## src/rtl/am4_useq_pkg.sv

```systemverilog
// Shared definitions for the M4 microprogram sequencer and its mcrom instantiation.
package am4_useq_pkg;

    localparam int unsigned AW = 10;
    localparam int unsigned SD = 4;

    typedef enum logic [1:0] {
        SEL_UPC = 2'd0,
        SEL_R   = 2'd1,
        SEL_STK = 2'd2,
        SEL_D   = 2'd3
    } sel_e;

    // Encoding 3 is deliberately absent: it behaves as hold.
    typedef enum logic [1:0] {
        STK_HOLD = 2'd0,
        STK_PUSH = 2'd1,
        STK_POP  = 2'd2
    } stk_op_e;

endpackage

```

## src/rtl/am4_useq_stack.sv

```systemverilog
// Subroutine return stack: circular register file, pointer, depth count and sticky flags.
module am4_useq_stack #(
    parameter int unsigned AW = 10,
    parameter int unsigned SD = 4,
    localparam int unsigned PW = $clog2(SD),
    localparam int unsigned DW = PW + 1
) (
    input  logic          clk,
    input  logic          rst,
    input  logic          push,
    input  logic          pop,
    input  logic [AW-1:0] wdata,
    output logic [AW-1:0] top,
    output logic [PW-1:0] sp,
    output logic [DW-1:0] depth,
    output logic          ovf,
    output logic          udf
);

    logic [AW-1:0] stk [SD];
    logic [PW-1:0] sp_q, sp_inc;
    logic [DW-1:0] depth_q;
    logic          ovf_q, udf_q;
    logic          full, empty;

    assign sp_inc = sp_q + PW'(1);
    assign full   = (depth_q == DW'(SD));
    assign empty  = (depth_q == '0);

    // Pointer, depth and flags; pointer wraps freely even on over/underflow.
    always_ff @(posedge clk or posedge rst) begin
        if (rst) begin
            sp_q    <= '0;
            depth_q <= '0;
            ovf_q   <= 1'b0;
            udf_q   <= 1'b0;
        end else if (push) begin
            sp_q <= sp_inc;
            if (full) ovf_q   <= 1'b1;
            else      depth_q <= depth_q + DW'(1);
        end else if (pop) begin
            sp_q <= sp_q - PW'(1);
            if (empty) udf_q   <= 1'b1;
            else       depth_q <= depth_q - DW'(1);
        end
    end

    // Single write port above the current top; contents need no reset.
    always_ff @(posedge clk) begin
        if (push) stk[sp_inc] <= wdata;
    end

    assign top   = stk[sp_q];
    assign sp    = sp_q;
    assign depth = depth_q;
    assign ovf   = ovf_q;
    assign udf   = udf_q;

endmodule

```

## src/rtl/am4_useq.sv

```systemverilog
// Microprogram sequencer: source mux, zero/OR-mask modifiers, uPC, R register and return stack.
module am4_useq #(
    parameter int unsigned AW = am4_useq_pkg::AW,
    parameter int unsigned SD = am4_useq_pkg::SD
) (
    input  logic                  clk,
    input  logic                  rst,
    input  logic                  ena,
    input  logic [AW-1:0]         d,
    input  logic                  r_ld,
    input  logic [1:0]            sel,
    input  logic [1:0]            stk_op,
    input  logic                  zero,
    input  logic [3:0]            orm,
    input  logic                  cin,
    output logic [AW-1:0]         addr,
    output logic [$clog2(SD)-1:0] sp,
    output logic [$clog2(SD):0]   depth,
    output logic                  ovf,
    output logic                  udf
);

    import am4_useq_pkg::*;

    logic [AW-1:0] upc_q, upc_d, r_q;
    logic [AW-1:0] src, stk_top;
    logic          push, pop;

    assign push = ena && (stk_op == STK_PUSH);
    assign pop  = ena && (stk_op == STK_POP);

    // Address source select.
    always_comb begin
        src = upc_q;
        case (sel)
            SEL_UPC: src = upc_q;
            SEL_R:   src = r_q;
            SEL_STK: src = stk_top;
            SEL_D:   src = d;
            default: src = upc_q;
        endcase
    end

    // Branch modifiers; zero (and reset) dominate the OR-mask.
    always_comb begin
        addr = src | {{(AW-4){1'b0}}, orm};
        if (zero || rst) addr = '0;
    end

    assign upc_d = addr + {{(AW-1){1'b0}}, cin};

    // uPC follows the issued address; R loads only on request.
    always_ff @(posedge clk or posedge rst) begin
        if (rst) begin
            upc_q <= '0;
            r_q   <= '0;
        end else if (ena) begin
            upc_q <= upc_d;
            if (r_ld) r_q <= d;
        end
    end

    // Push saves the pre-edge uPC, i.e. the return address.
    am4_useq_stack #(
        .AW (AW),
        .SD (SD)
    ) u_stack (
        .clk   (clk),
        .rst   (rst),
        .push  (push),
        .pop   (pop),
        .wdata (upc_q),
        .top   (stk_top),
        .sp    (sp),
        .depth (depth),
        .ovf   (ovf),
        .udf   (udf)
    );

endmodule

```

## config.mk

```make
export PLATFORM = sky130hd
export DESIGN_NAME = am4_useq
export DESIGN_NICKNAME = d
export VERILOG_FILES = /design/src/rtl/am4_useq_pkg.sv /design/src/rtl/am4_useq_stack.sv /design/src/rtl/am4_useq.sv
export SDC_FILE = /design/constraint.sdc
export NUM_CORES = 1
export LEC_CHECK = 0
export ABC_AREA = 1
export CORE_UTILIZATION = 30
export CTS_BUF_LIST = sky130_fd_sc_hd__clkbuf_4
export CTS_CLUSTER_DIAMETER = 120
export DETAILED_ROUTE_END_ITERATION = 7
export SLEW_MARGIN = 10
export SYNTH_ARGS = -nofsm -noshare
export SYNTH_HDL_FRONTEND = slang
export SYNTH_HIERARCHICAL = 1
export SYNTH_SLANG_ARGS = --single-unit
```

## constraint.sdc

```tcl
create_clock -name clk -period 2.73 [get_ports clk]
set_input_delay 0.273 -clock clk [delete_from_list [all_inputs] [get_ports clk]]
set_output_delay 0.273 -clock clk [all_outputs]
set_load 0.01 [all_outputs]
```

### Signal metal coverage by tile, run 1

The die is cut into 22 by 22 equal tiles; white is low, dark blue is high, scaled to the fullest tile. Values are wire area over tile area, all layers added.
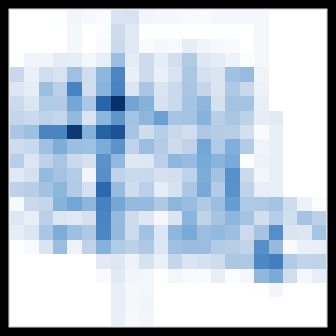
densest ninth of the die: west
fullest tile: 0.57
emptiest ninth of the die: north-east
tiles over half the peak: 6.4%

### Routing congestion map, run 1

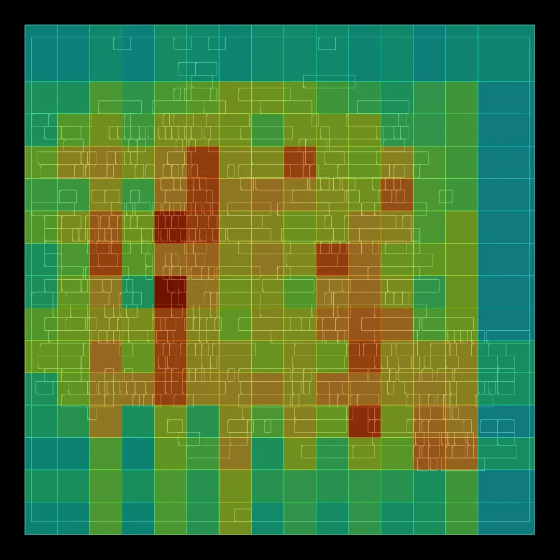
grt met1 use: 20.1%
WL per Instance: 14.4 um
utilization after layout: 38.9%

### A small window of the routed layout, run 1

The bar under the picture is 5 um long. Window x 71 to 91, y 71 to 91 um. Cells in gray, sequential cells in the stronger gray; small squares are vias.
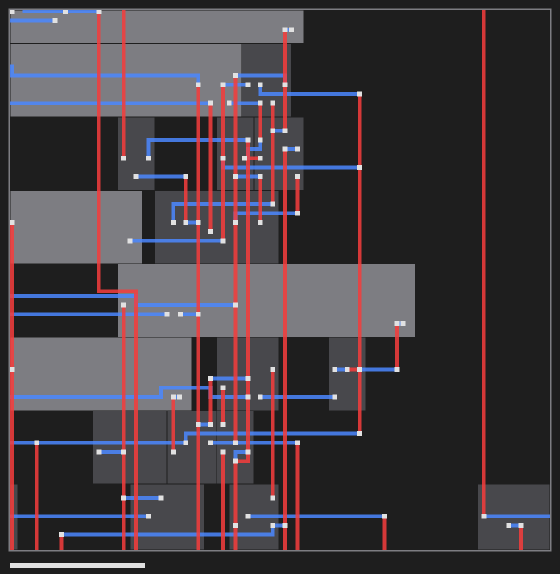
| color | layer |
|---|---|
| blue | met1 |
| red | met2 |
sequential cells in the window: 3
most frequent: nor2_1 (4), o21ai_0 (3), edfxtp_1 (3)
cells with their middle in the window: 16
netlist names of flops here include: u_stack/stk (3)

run 1: cell families (layout without fill, tap and decap cells):
group | Yosys count | in the layout | share of synthesized area (%)
simple gates | 180 | 180 | 23.8
xor+xnor | 1 | 1 | 0.257
compound gates | 53 | 53 | 8.54
flops | 67 | 67 | 55.0
fa+ha+maj | 7 | 7 | 2.79
mux | 8 | 8 | 2.64
buf+inv | 52 | 114 | 7.00
run 1: layer usage:
layer	vias up	global-route usage (%)	part of all wire (%)
li1	1339	-	-
met1	1262	20.1	46
met2	73	25.2	48
met3	6	4.36	5.5
met4	0	4.15	0.89
met5	-	0	0
run 1: repair_timing:
item	4_1_cts	5_1_grt
endpoints found under the hold margin	0	0
setup buffers	2	0
endpoints found under the setup margin	9	7
pin swaps	2	2
gates resized	9	11
==> impl_metrics.py, run 1 <==
# Generated from Yosys and OpenROAD reports
metrics = {
    "route": {
        "via_per_inst": 4.70,
        "dr.pass1.iters": 5,
        "drtAntennaViolNets": 0,
        "wirelength_um": 8210,
    },
    "pwr": {
        "sequentialPowerShare_pct": 40.0,
        "seq_cell_power_w": 0.00129,
        "comb_power_share_pct": 34.1,
        "total_power_w": 0.00323,
        "power_leader": "registers",
        "pwr-share-clk_pct": 25.9,
        "internal_power_w": 0.00214,
        "pg_comb_w": 0.00110,
    },
    "final_timing": {
        "rsz0062_at_grt": "no",
        "fin_crit_sh_pct": 94.5,
        "setup_viol": 0,
        "tightest_slew_ns": 0.800,
        "post-route-min-period_ns": 2.58,
        "fin_ws_ns": 0.149,
    },
    "layout": {
        "largest_cell_class": "flip-flops and latches",
        "comb_area_um2": 1330,
        "clock_cell_area_share_pct": 4.30,
        "fin_cells": 570,
        "nNonClkInverters": 39,
        "buf_share_pct": 13.1,
        "design_area_um2": 4280,
    },
    "outcome": {
        "status": "complete, no violations",
    },
    "worst_setup_path": {
        "crit_end": "addr[0]",
        "cp_max_fo": 4,
        "critPathSlowestCell": "clkdlybuf4s50_1",
        "crit_cells": 6,
        "cp.arrival_ns": 2.31,
        "cp_num_buf_inv": 2,
        "startpoint_type": "register",
        "reg2reg_depth": 12,
    },
    "global_routing": {
        "grt_pass1_vias": 2607,
    },
    "synthesis": {
        "synth_cells": 368,
        "ys_cells": 368,
        "ys.flops": 67,
    },
    "die": {
        "tap_cells": 140,
        "initCoreUtil_pct": 31.1,
        "die_h_um": 109,
    },
    "clock_network": {
        "path_clk_slew_ns": 0.13,
        "cts-root-buf": "clkbuf_4",
    },
    "place": {
        "place_ws_ns": 0.196,
    },
}
==> run 2: changes to the inputs <==
--- a/config.mk
+++ b/config.mk
@@ -10,7 +10,7 @@
 export CTS_BUF_LIST = sky130_fd_sc_hd__clkbuf_4
 export CTS_CLUSTER_DIAMETER = 120
 export DETAILED_ROUTE_END_ITERATION = 7
-export SLEW_MARGIN = 10
+export SLEW_MARGIN = 20
 export SYNTH_ARGS = -nofsm -noshare
 export SYNTH_HDL_FRONTEND = slang
 export SYNTH_HIERARCHICAL = 1
### Signal wires by layer, run 2

The bar under the picture is 20 um long. Two of the layers only.
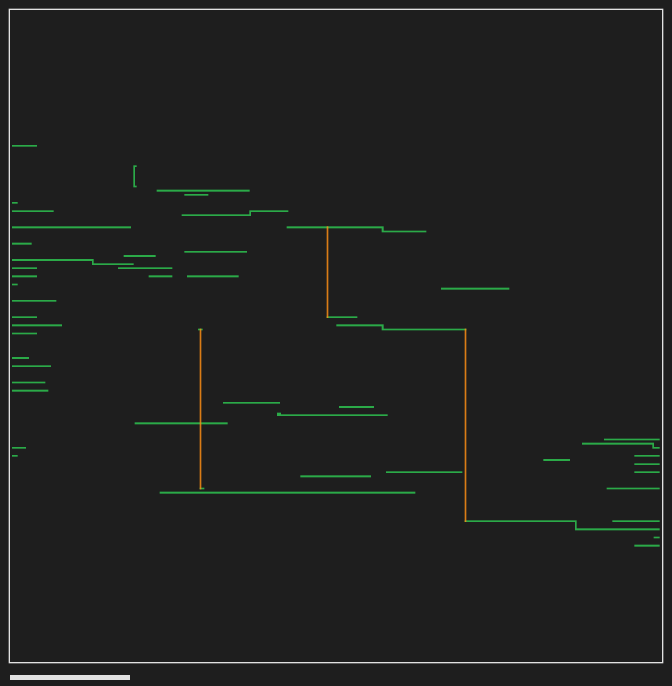
| color | layer | wire length |
|---|---|---|
| orange | met4 | 73.4 um |
| green | met3 | 455 um |
total wire length: 8210 um
Total GRT Usage: 15.4%
via count: 2,680

### Routing congestion map, run 2

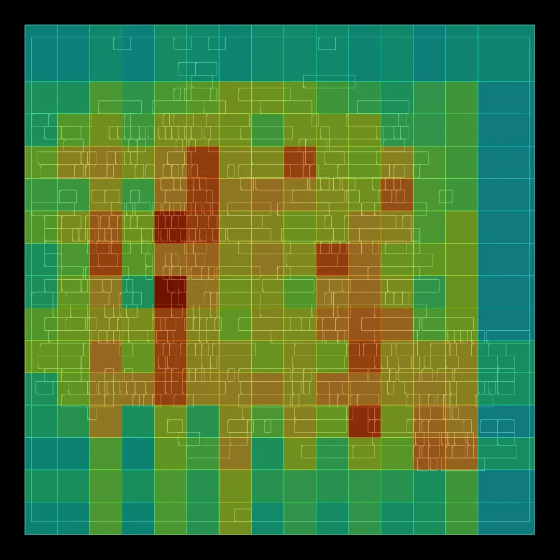
met2 Use GR: 25.2%
met3 Usage GRT: 4.36%
gr busiest metal: met2

==> run 2 against run 1 <==
Sequential share of layout area is the same; synthesized cell count is the same; sequential power is essentially flat; cell area is the same; worst hold slack is the same; wire length is the same; synthesized area is the same; largest power group unchanged.
==> impl_metrics.py, run 2 <==
# Generated from Yosys and OpenROAD reports
metrics = {
    "clock_network": {
        "path_clk_slew_ns": 0.13,
        "cts-root-buf": "clkbuf_4",
    },
    "layout": {
        "buf_share_pct": 13.1,
        "clock_cell_area_share_pct": 4.30,
        "fin_cells": 570,
        "largest_cell_class": "flip-flops and latches",
        "final_core_util_pct": 38.9,
        "comb_area_um2": 1330,
        "nNonClkInverters": 39,
    },
    "final_timing": {
        "fin_ws_ns": 0.149,
        "tightest_slew_ns": 0.800,
        "fin_crit_sh_pct": 94.5,
        "post-route-min-period_ns": 2.58,
    },
    "route": {
        "wl_per_cell_um": 14.4,
        "drtAntennaViolNets": 0,
        "met2_length_um": 3920,
        "met1Wirelength_um": 3760,
        "via_per_inst": 4.70,
    },
    "worst_setup_path": {
        "startpoint_type": "register",
        "crit_end": "addr[0]",
        "cp.arrival_ns": 2.31,
    },
    "outcome": {
        "status": "complete, no violations",
    },
    "synthesis": {
        "ys_cells": 368,
        "ys.flops": 67,
    },
    "global_routing": {
        "grt_pass1_vias": 2607,
        "use_met1_pct": 20.1,
    },
    "die": {
        "initCoreUtil_pct": 31.1,
    },
    "place": {
        "place_ws_ns": 0.196,
    },
}
==> run 2: cells by family after synthesis <==
| family | after synthesis | synth area share [%] |
|---|---|---|
| DFF | 67 | 55.0 |
| buffers and inverters | 52 | 7.00 |
| muxes | 8 | 2.64 |
| and+or+nand+nor | 180 | 23.8 |
| xor gates and xnor gates | 1 | 0.257 |
| adders and majority gates | 7 | 2.79 |
| AOI/OAI and AO/OA | 53 | 8.54 |
==> run 2: timing repair <==
action                     in CTS  in global routing
setup buffers                   2                  0
hold buffers                    0                  0
setup endpoints to repair       9                  7
pin swaps                       2                  2
resized                         9                 11
==> run 2: power breakdown <==
| part | internal, W | switching [W] |
|---|---|---|
| registers | 0.00120 | 0.0000949 |
| clock network | 0.000460 | 0.000379 |
| logic | 0.000481 | 0.000620 |
| total | 0.00214 | 0.00109 |
==> run 3: changes to the inputs <==
--- a/config.mk
+++ b/config.mk
@@ -10,7 +10,7 @@
 export CTS_BUF_LIST = sky130_fd_sc_hd__clkbuf_4
 export CTS_CLUSTER_DIAMETER = 120
 export DETAILED_ROUTE_END_ITERATION = 7
-export SLEW_MARGIN = 20
+export SLEW_MARGIN = 25
 export SYNTH_ARGS = -nofsm -noshare
 export SYNTH_HDL_FRONTEND = slang
 export SYNTH_HIERARCHICAL = 1
### Signal wires by layer, run 3

The bar under the picture is 20 um long. Two of the layers only.
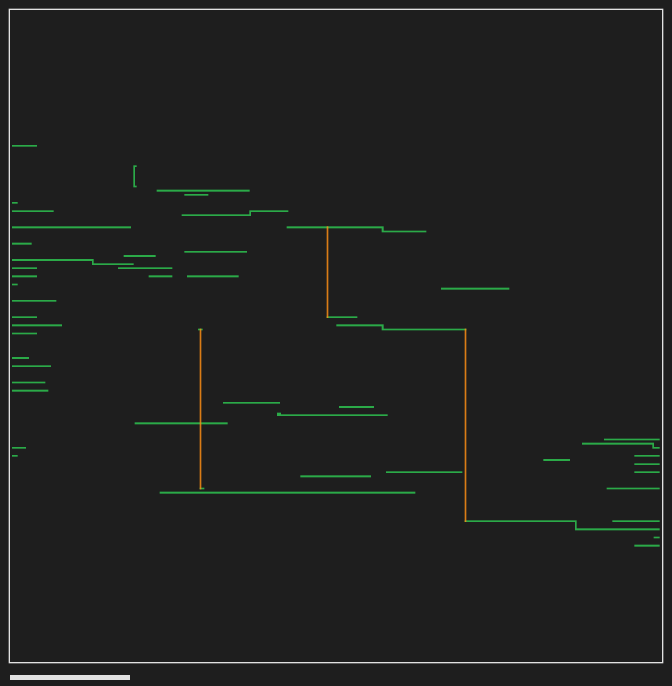
| color | layer | wire length |
|---|---|---|
| orange | met4 | 73.4 um |
| green | met3 | 455 um |

==> run 3 against run 2 <==
Final cell count unchanged; utilization unchanged; die size unchanged; clock skew unchanged; synthesized cell count unchanged; non-clock buffer count unchanged; cell area unchanged; sequential cell count unchanged; highest routed layer unchanged.
==> impl_metrics.py, run 3 <==
# Generated from Yosys and OpenROAD reports
metrics = {
    "route": {
        "num_vias": 2680,
        "via_per_inst": 4.70,
        "drtAntennaViolNets": 0,
        "post-route-drc-count": 0,
        "wl_per_cell_um": 14.4,
        "wirelength_um": 8210,
    },
    "synthesis": {
        "ys_cells": 368,
        "compound_area_share_pct": 8.54,
        "synth.cellmix.simpleShare_pct": 23.8,
        "top_logic_kind": "simple AND/OR/NAND/NOR gates",
        "ys_sh_mux_pct": 2.64,
        "xor_area_share_pct": 0.257,
        "synth_cells": 368,
        "ys.flops": 67,
    },
    "outcome": {
        "status": "complete, no violations",
    },
    "pwr": {
        "pwr-share-clk_pct": 25.9,
        "sequentialPowerShare_pct": 40.0,
        "p_sw_w": 0.00109,
        "internal_power_w": 0.00214,
        "comb_power_share_pct": 34.1,
        "powerClk_w": 0.000838,
        "peakVddDrop_v": 0.000370,
        "power_leader": "registers",
        "seq_cell_power_w": 0.00129,
    },
    "global_routing": {
        "grt_use_total_pct": 15.4,
        "grt_pass1_vias": 2607,
    },
    "clock_network": {
        "hold_buffers": 0,
        "ctsResizeCount": 9,
        "htreeDepth": 3,
        "cts-root-buf": "clkbuf_4",
        "path_clk_slew_ns": 0.13,
    },
    "layout": {
        "final_core_util_pct": 38.9,
        "fin_cells": 570,
    },
    "final_timing": {
        "fin_crit_sh_pct": 94.5,
        "fin_ws_ns": 0.149,
        "tightest_slew_ns": 0.800,
    },
    "worst_setup_path": {
        "cp-end-kind": "primary output",
        "cp.arrival_ns": 2.31,
    },
    "die": {
        "initCoreUtil_pct": 31.1,
    },
}
### A small window of the routed layout, run 3

The bar under the picture is 5 um long. Window x 71 to 91, y 71 to 91 um. Cells in gray, sequential cells in the stronger gray; small squares are vias.
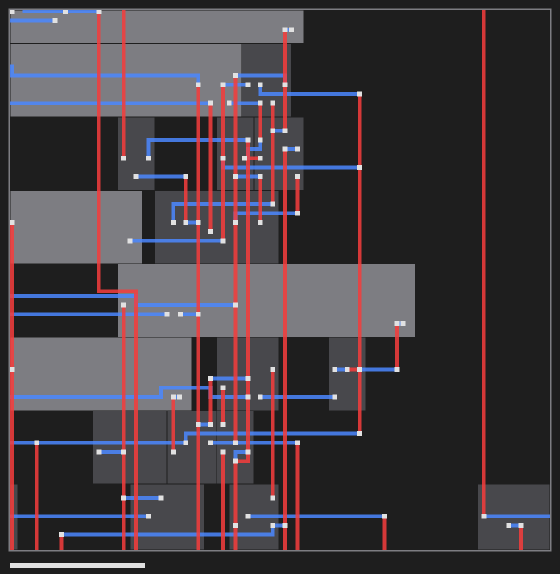

==> run 3: cell counts after synthesis <==
No cell type changed its count.
==> run 3: cells by family after synthesis <==
group / count (synthesis)
fa+ha+maj: 7
compound gates: 53
xor+xnor: 1
flops: 67
simple gates: 180
buf+inv: 52
mux: 8
==> run 3: layout make-up <==
cell class	instances	area, um^2
multi-input combinational	249	1330
timing repair buffer	59	562
sequential	67	1880
tap	140	175
clock inverter	7	116
fill	1100	6710
inverter	39	149
clock buffer	9	67.6
==> run 3: metal layers <==
metal | wire length, um | vias up | GRT usage [%] | share of wire, %
li1 | - | 1339 | - | -
met1 | 3760 | 1262 | 20.1 | 46
met2 | 3920 | 73 | 25.2 | 48
met3 | 454 | 6 | 4.36 | 5.5
met4 | 73 | 0 | 4.15 | 0.89
met5 | 0 | - | 0 | 0
No activity file was given, so power comes from the tool's default toggle rates.
